`config.mk`:
```
export PLATFORM = sky130hd
export DESIGN_NAME = nibble_max_pipe
export DESIGN_NICKNAME = d
export VERILOG_FILES = /design/src/rtl/nibble_max_pkg.sv /design/src/rtl/nibble_lane_mux.sv /design/src/rtl/nibble_max_pipe.sv
export SDC_FILE = /design/constraint.sdc
export NUM_CORES = 1
export LEC_CHECK = 0
export ABC_AREA = 1
export CORE_MARGIN = 10
export CORE_UTILIZATION = 46
export CTS_BUF_LIST = sky130_fd_sc_hd__clkbuf_4 sky130_fd_sc_hd__clkbuf_8 sky130_fd_sc_hd__clkbuf_16
export DETAILED_ROUTE_END_ITERATION = 8
export GPL_TIMING_DRIVEN = 0
export PLACE_DENSITY_LB_ADDON = 0.1
export SYNTH_ARGS = -nofsm -noshare
export SYNTH_HDL_FRONTEND = slang
export SYNTH_SLANG_ARGS = --single-unit
```
`constraint.sdc`:
```
create_clock -name clk -period 9.4 [get_ports clk]
set_clock_uncertainty 0.2 [all_clocks]
set_input_delay 0.94 -clock clk [delete_from_list [all_inputs] [get_ports clk]]
set_output_delay 0.94 -clock clk [all_outputs]
set_load 0.1 [all_outputs]
```
`src/rtl/nibble_max_pkg.sv`:
```
// Shared sizing helpers and default geometry for the nibble max selector.
// Pure constants and constant functions; no logic, no latency.
// Not applicable: no flow control in a package.
package nibble_max_pkg;

    localparam int LANE_W_DEF    = 4;
    localparam int NUM_LANES_DEF = 8;
    localparam int NUM_PICKS_DEF = 4;

    function automatic int clog2(input int n);
        int r;
        r = 0;
        for (int v = n - 1; v > 0; v = v >> 1) begin
            r = r + 1;
        end
        return r;
    endfunction

    // A single pick still needs a one-bit index port.
    function automatic int pick_w(input int n);
        return (clog2(n) < 1) ? 1 : clog2(n);
    endfunction

    localparam int IDX_W_DEF  = clog2(NUM_LANES_DEF);
    localparam int PICK_W_DEF = pick_w(NUM_PICKS_DEF);

endpackage

```
`src/rtl/nibble_lane_mux.sv`:
```
// Extracts one lane from a packed word; out-of-range index yields zero.
// Latency: combinational.
// Backpressure: none, pure datapath.
module nibble_lane_mux #(
    parameter int LANE_W    = 4,
    parameter int NUM_LANES = 8,
    parameter int IDX_W     = 3
) (
    input  logic [NUM_LANES*LANE_W-1:0] word,
    input  logic [IDX_W-1:0]            idx,
    output logic [LANE_W-1:0]           lane
);

    always_comb begin
        lane = '0;
        for (int i = 0; i < NUM_LANES; i++) begin
            if (idx == IDX_W'(i)) begin
                lane = word[i*LANE_W +: LANE_W];
            end
        end
    end

endmodule

```
`src/rtl/nibble_max_pipe.sv`:
```
// Picks NUM_PICKS lanes from A/B per beat and registers the max and its pick (NIBBLE_MAX_FRAME_ACC_EN: per-frame max).
// Latency: two register stages (candidates, then result).
// Backpressure: global stall, both stages advance only when !out_valid || out_ready.
module nibble_max_pipe
    import nibble_max_pkg::*;
#(
    parameter int LANE_W    = LANE_W_DEF,
    parameter int NUM_LANES = NUM_LANES_DEF,
    parameter int NUM_PICKS = NUM_PICKS_DEF,
    localparam int IDX_W    = clog2(NUM_LANES),
    localparam int PICK_W   = pick_w(NUM_PICKS)
) (
    input  logic                        clk,
    input  logic                        rst,
    input  logic                        in_valid,
    output logic                        in_ready,
    input  logic                        in_last,
    input  logic [NUM_LANES*LANE_W-1:0] data_a,
    input  logic [NUM_LANES*LANE_W-1:0] data_b,
    input  logic [NUM_PICKS*IDX_W-1:0]  sel_a,
    input  logic [NUM_PICKS*IDX_W-1:0]  sel_b,
    input  logic [NUM_PICKS-1:0]        sel_ab,
    output logic                        out_valid,
    input  logic                        out_ready,
    output logic [LANE_W-1:0]           data_out,
    output logic [PICK_W-1:0]           pick_out
);

    logic                en;
    logic [LANE_W-1:0]   lane_a  [NUM_PICKS];
    logic [LANE_W-1:0]   lane_b  [NUM_PICKS];
    logic [LANE_W-1:0]   cand_d  [NUM_PICKS];
    logic [LANE_W-1:0]   cand_q  [NUM_PICKS];
    logic                s1_vld;
    logic [LANE_W-1:0]   best_val;
    logic [PICK_W-1:0]   best_pick;

    assign en       = !out_valid || out_ready;
    assign in_ready = en;

    for (genvar p = 0; p < NUM_PICKS; p++) begin : g_pick
        nibble_lane_mux #(.LANE_W(LANE_W), .NUM_LANES(NUM_LANES), .IDX_W(IDX_W)) u_mux_a (
            .word (data_a),
            .idx  (sel_a[p*IDX_W +: IDX_W]),
            .lane (lane_a[p])
        );
        nibble_lane_mux #(.LANE_W(LANE_W), .NUM_LANES(NUM_LANES), .IDX_W(IDX_W)) u_mux_b (
            .word (data_b),
            .idx  (sel_b[p*IDX_W +: IDX_W]),
            .lane (lane_b[p])
        );
        assign cand_d[p] = sel_ab[p] ? lane_b[p] : lane_a[p];
    end

    always_ff @(posedge clk or posedge rst) begin
        if (rst) begin
            s1_vld <= 1'b0;
            for (int p = 0; p < NUM_PICKS; p++) begin
                cand_q[p] <= '0;
            end
        end else if (en) begin
            s1_vld <= in_valid;
            if (in_valid) begin
                cand_q <= cand_d;
            end
        end
    end

    // Strict compare keeps the lowest pick index on ties.
    always_comb begin
        best_val  = cand_q[0];
        best_pick = '0;
        for (int p = 1; p < NUM_PICKS; p++) begin
            if (cand_q[p] > best_val) begin
                best_val  = cand_q[p];
                best_pick = PICK_W'(p);
            end
        end
    end

`ifdef NIBBLE_MAX_FRAME_ACC_EN
    logic              s1_last;
    logic              acc_vld;
    logic [LANE_W-1:0] acc_val;
    logic [PICK_W-1:0] acc_pick;
    logic              take_new;
    logic [LANE_W-1:0] mrg_val;
    logic [PICK_W-1:0] mrg_pick;

    always_ff @(posedge clk or posedge rst) begin
        if (rst) begin
            s1_last <= 1'b0;
        end else if (en) begin
            s1_last <= in_last;
        end
    end

    // First beat of a frame always loads; later beats must be strictly greater.
    always_comb begin
        take_new = !acc_vld || (best_val > acc_val);
        mrg_val  = take_new ? best_val  : acc_val;
        mrg_pick = take_new ? best_pick : acc_pick;
    end

    always_ff @(posedge clk or posedge rst) begin
        if (rst) begin
            out_valid <= 1'b0;
            data_out  <= '0;
            pick_out  <= '0;
            acc_vld   <= 1'b0;
            acc_val   <= '0;
            acc_pick  <= '0;
        end else if (en) begin
            out_valid <= s1_vld && s1_last;
            if (s1_vld) begin
                if (s1_last) begin
                    data_out <= mrg_val;
                    pick_out <= mrg_pick;
                    acc_vld  <= 1'b0;
                    acc_val  <= '0;
                    acc_pick <= '0;
                end else begin
                    acc_vld  <= 1'b1;
                    acc_val  <= mrg_val;
                    acc_pick <= mrg_pick;
                end
            end
        end
    end
`else
    logic unused_in_last;
    assign unused_in_last = in_last;

    always_ff @(posedge clk or posedge rst) begin
        if (rst) begin
            out_valid <= 1'b0;
            data_out  <= '0;
            pick_out  <= '0;
        end else if (en) begin
            out_valid <= s1_vld;
            if (s1_vld) begin
                data_out <= best_val;
                pick_out <= best_pick;
            end
        end
    end
`endif

endmodule
```
Run 1, sequential cells coloured by netlist name:
Bar = 20 um. Other sequential cells in the stronger grey, the rest of the logic in the fainter grey.
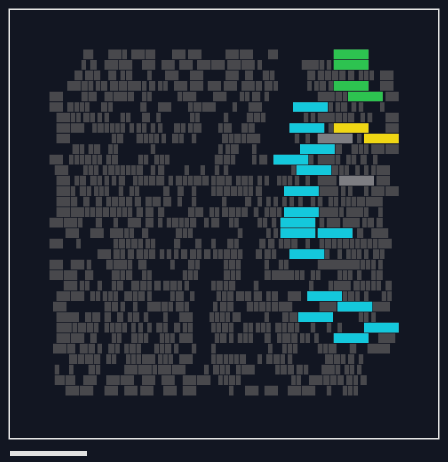
- yellow: pick_out (placed flops 2)
- green: data_out (placed flops 4; where upper right)
- cyan: cand_q (placed flops 16)
- not coloured: 2

Run 1, metal 1:
Bar = 20 um. Supply wires on this layer in grey. Cells faint in the background.
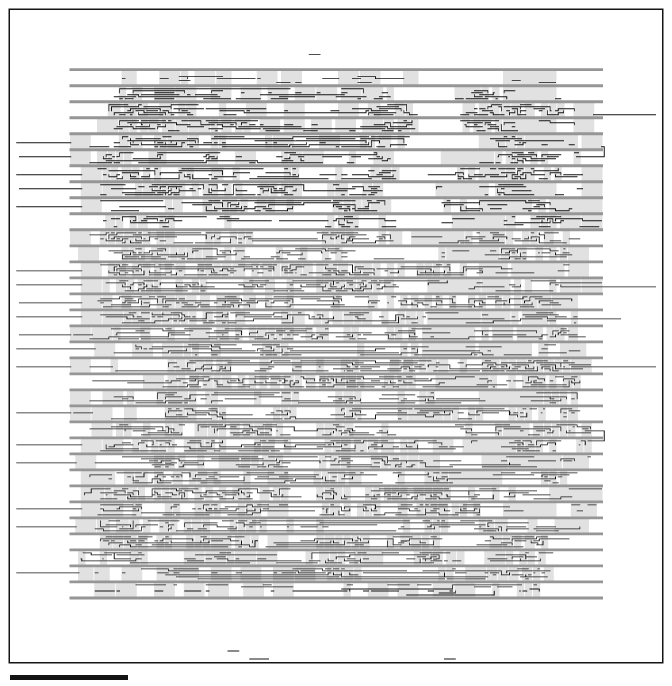
- main direction: horizontal
- longest straight run: 43.7 um

Run 1, routed metal, one colour a layer:
Two of the layers only.
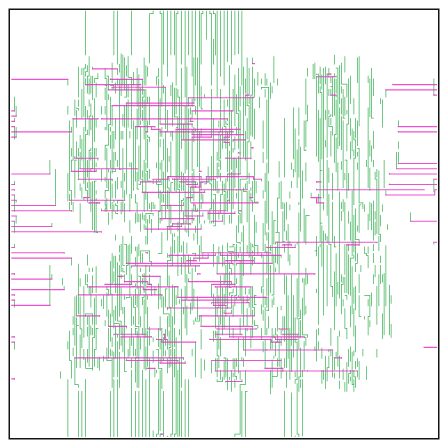
- green: met2 (wire length 6760 um)
- magenta: met3 (wire length 1450 um)

Run 1, I/O nets highlighted:
Bar = 20 um.
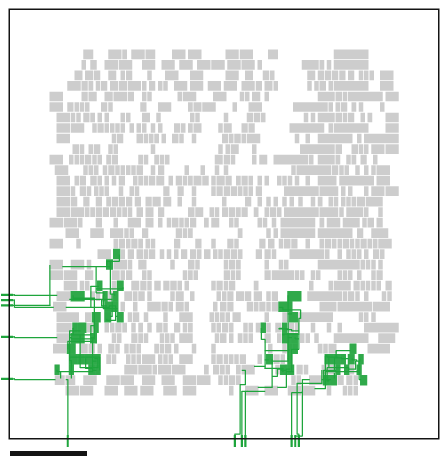
- green: sel_b (bits 12; direction input; end cells 51; buffers 12; wire 591 um)

==> results.json, run 1 <==
{
  "fp.dieH_um": 110.8,
  "synth_area_per_cell_sq_um": 5.295,
  "pwr-share-clk_pct": 11.6,
  "hp-class": "register to register",
  "min_path_cells": 2,
  "worst_r2r_endpoint": "pick_out[1]",
  "tool_warnings": 27,
  "slew_headroom_pct": 34.60,
  "fin_crit_ps": 3956,
  "drv_cap": 0,
  "critPathTopFamily": "simple AND/OR/NAND/NOR gates",
  "worst-path-stages": 25,
  "hold_end": "out_valid",
  "logic_gate_count": 593,
  "final_util_pct": 61.16,
  "wl_met1_um": 6536,
  "use_met1_pct": 31.57,
  "arrival_ps": 3900,
  "drt.antenna.violating_nets": 0,
  "ys_cells": 716,
  "synthTopLogicFamily": "simple AND/OR/NAND/NOR gates",
  "r2r_slack_ps": 5440,
  "grt_pass1_vias": 5073,
  "cts_setup_buffers": 0,
  "crit_path_start": "cand_q[13]",
  "hold_violations": 0,
  "synth_flops": 24,
  "clock_sinks": 24,
  "wl_per_cell_um": 16.26,
  "comb_power_share_pct": 68.9,
  "design_area_sq_mm": 0.004975,
  "path_class": "register to register",
  "n_all_buffers": 107,
  "num_vias": 5206,
  "final_nets": 928,
  "drc": 0,
  "root_buffer": "clkbuf_8",
  "outcome": "finished, final reports clean",
  "cpMostUsedCell": "nand2_1",
  "drtPass1Iterations": 6,
  "regMostFlops": "cand_q",
  "post_dp_cell_area_sq_mm": 0.004903,
  "num_rows": 33,
  "crit_buf_inv": 6,
  "ys_area_sq_mm": 0.003791,
  "period_used_pct": 42.09,
  "synth_area_sq_mm": 0.003791,
  "setup_viol": 0,
  "hold_start": "s1_vld",
  "grt_max_degree": 25,
  "seq_cell_count": 24,
  "cp-end-kind": "register",
  "die_area_sq_mm": 0.01227,
  "switchingPower_mw": 0.4094,
  "ys_sh_mux_pct": 0,
  "cts_buffers": 3,
  "layout_top_cells": "nand2_1 (257), clkdlybuf4s50_1 (98), inv_1 (83), nor2_1 (81)",
  "wl_met3_um": 1454,
  "clk_pin_slew_ps": 80,
  "design.core.area_sq_mm": 0.008134,
  "grt_setup_unrepaired": "no",
  "r2r-start": "cand_q[13]",
  "worst_slack_ps": 5444,
  "pg_comb_mw": 0.529,
  "avgViaCountPerCell": 5.640,
  "antenna_found_initial": 0,
  "critPathLaunchType": "register",
  "hpwl_um": 12690
}
==> run 1: synth_stat cells <==
| cell type | instances | area [sq um] |
|---|---|---|
| nand2_1 | 257 | 964.7 |
| inv_1 | 83 | 311.6 |
| nor2_1 | 81 | 304.0 |
| a21oi_1 | 64 | 320.3 |
| nand3_1 | 64 | 320.3 |
| nand4_1 | 47 | 294.0 |
| nor3_1 | 38 | 190.2 |
| dfrtp_1 | 24 | 600.6 |
| o21ai_0 | 14 | 70.07 |
| ha_1 | 12 | 150.1 |
| nor3_2 | 12 | 120.1 |
| inv_2 | 7 | 26.28 |
| buf_4 | 5 | 37.54 |
| buf_2 | 3 | 15.01 |
| nor3_4 | 3 | 48.80 |
| buf_6 | 1 | 11.26 |
| o22ai_1 | 1 | 6.260 |
--- run 2 (diff from run 1) ---
Settings changed: CORE_UTILIZATION 46 to 45.
Clock period 9.4 ns to 3.54 ns, I/O delays scaled along.
Run 2, sequential cells coloured by netlist name:
Bar = 20 um. Other sequential cells in the stronger grey, the rest of the logic in the fainter grey.
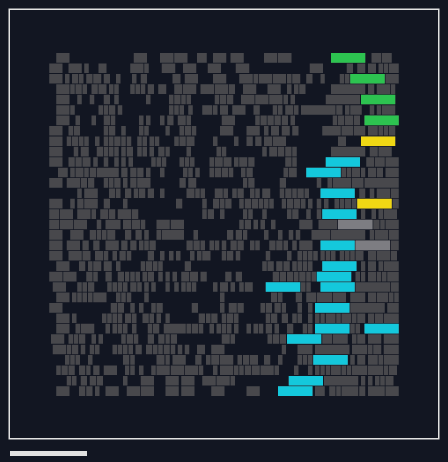
- green: data_out (placed flops 4; where upper right)
- yellow: pick_out (placed flops 2)
- cyan: cand_q (placed flops 16)
- not coloured: 2

Run 2, I/O nets highlighted:
Bar = 20 um.
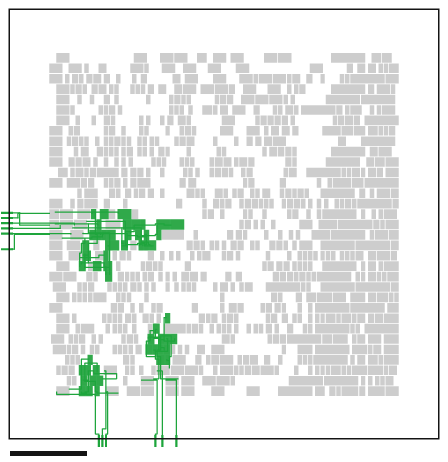
- green: sel_b (bits 12; direction input; end cells 51; buffers 12; wire 553 um)

==> run 2 against run 1 <==
- hold slack improved by 31 ps
- sequential share of layout area decreased by 0.92 points
- highest routed layer unchanged
- critical path type unchanged
- largest power group unchanged
- die area grew 1.8%
- non-clock buffer count grew 18
- clock power increased by 110%
- the run now ends with setup timing left
- final cell count increased by 2.0%
- area after synthesis unchanged
- wire length is 12% higher
- clock-buffer cell count rose by 1
- critical path depth is 1 lower
==> results.json, run 2 <==
{
  "hp-class": "register to register",
  "clk_pin_slew_ps": 90,
  "slew_headroom_pct": 34.39,
  "pg_comb_mw": 2.19,
  "die_area_sq_mm": 0.01250,
  "synth_area_sq_mm": 0.003791,
  "num_vias": 5468,
  "wl_met1_um": 7018,
  "pwr-share-clk_pct": 6.7,
  "hpwl_um": 13160,
  "wl_per_cell_um": 17.89,
  "synth_flops": 24,
  "drt.antenna.violating_nets": 0,
  "cts_buffers": 3,
  "grt_pass1_vias": 4935,
  "ys_cells": 716,
  "crit_buf_inv": 5,
  "yosysTopAreaCell": "nand2_1",
  "tool_warnings": 28,
  "async_reset_ff_share_pct": 100.0,
  "cp-end-kind": "register",
  "path_class": "register to register",
  "outcome": "finished, violations left",
  "post_dp_cell_area_sq_mm": 0.004903,
  "root_buffer": "clkbuf_8",
  "synth_area_per_cell_sq_um": 5.295,
  "top_area_share_pct": 25.45,
  "critPathLaunchType": "register",
  "top_cells_by_area": "nand2_1 (25%), dfrtp_1 (16%), a21oi_1 (8.4%), nand3_1 (8.4%), inv_1 (8.2%)",
  "clock_sinks": 24,
  "synthTopLogicFamily": "simple AND/OR/NAND/NOR gates",
  "ys_sh_mux_pct": 0,
  "period_used_pct": 102.9,
  "setup_viol": 6,
  "final_util_pct": 65.52,
  "use_met1_pct": 31.69,
  "worst_slack_ps": -102.8,
  "arrival_ps": 3590,
  "drc": 0,
  "num_rows": 33,
  "edf_count": 0,
  "final_nets": 946,
  "violations": "setup timing",
  "fp.dieH_um": 111.8,
  "top_cells_by_count": "nand2_1 (257), inv_1 (83), nor2_1 (81), a21oi_1 (64), nand3_1 (64)",
  "flop_cell": "dfrtp_1"
}
Run 2, metal 1:
Bar = 20 um. Supply wires on this layer in grey. Cells faint in the background.
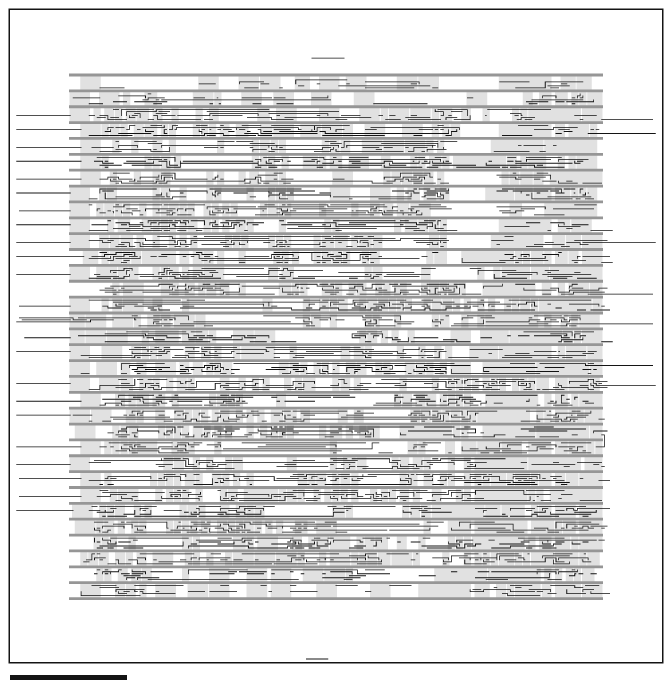
- longest straight run: 36.8 um
- nets with wire on the layer: 884

run 2: cell count changes in the layout (fill, tap and decap cells not counted), sizes merged:
cell / change
bufinv: -1
buf: +18
clkbuf: +1
run 2: path summary, 6_finish.rpt:
| path | depth (start not counted) | from | slack [ps] | endpoint |
|---|---|---|---|---|
| max reg2reg | 24 | cand_q[9] | -100 | pick_out[0] |
| max | 24 | cand_q[9] | -100 | pick_out[0] |
| min | 2 | data_out[3] | 310 | data_out[3] |
| max in group asynchronous | 2 | rst | 2200 | out_valid |
| min in group asynchronous | 2 | rst | 380 | data_out[0] |
| min reg2reg | 2 | data_out[3] | 310 | data_out[3] |
run 2: area by class of cell:
class	instances	share of cell area, %
sequential	24	11.16
timing repair buffer	116	21.08
buffer	9	1.185
clock buffer	4	1.023
multi-input combinational	593	56.75
tap	105	2.440
inverter	90	6.368
Power and IR drop assume default switching activity.
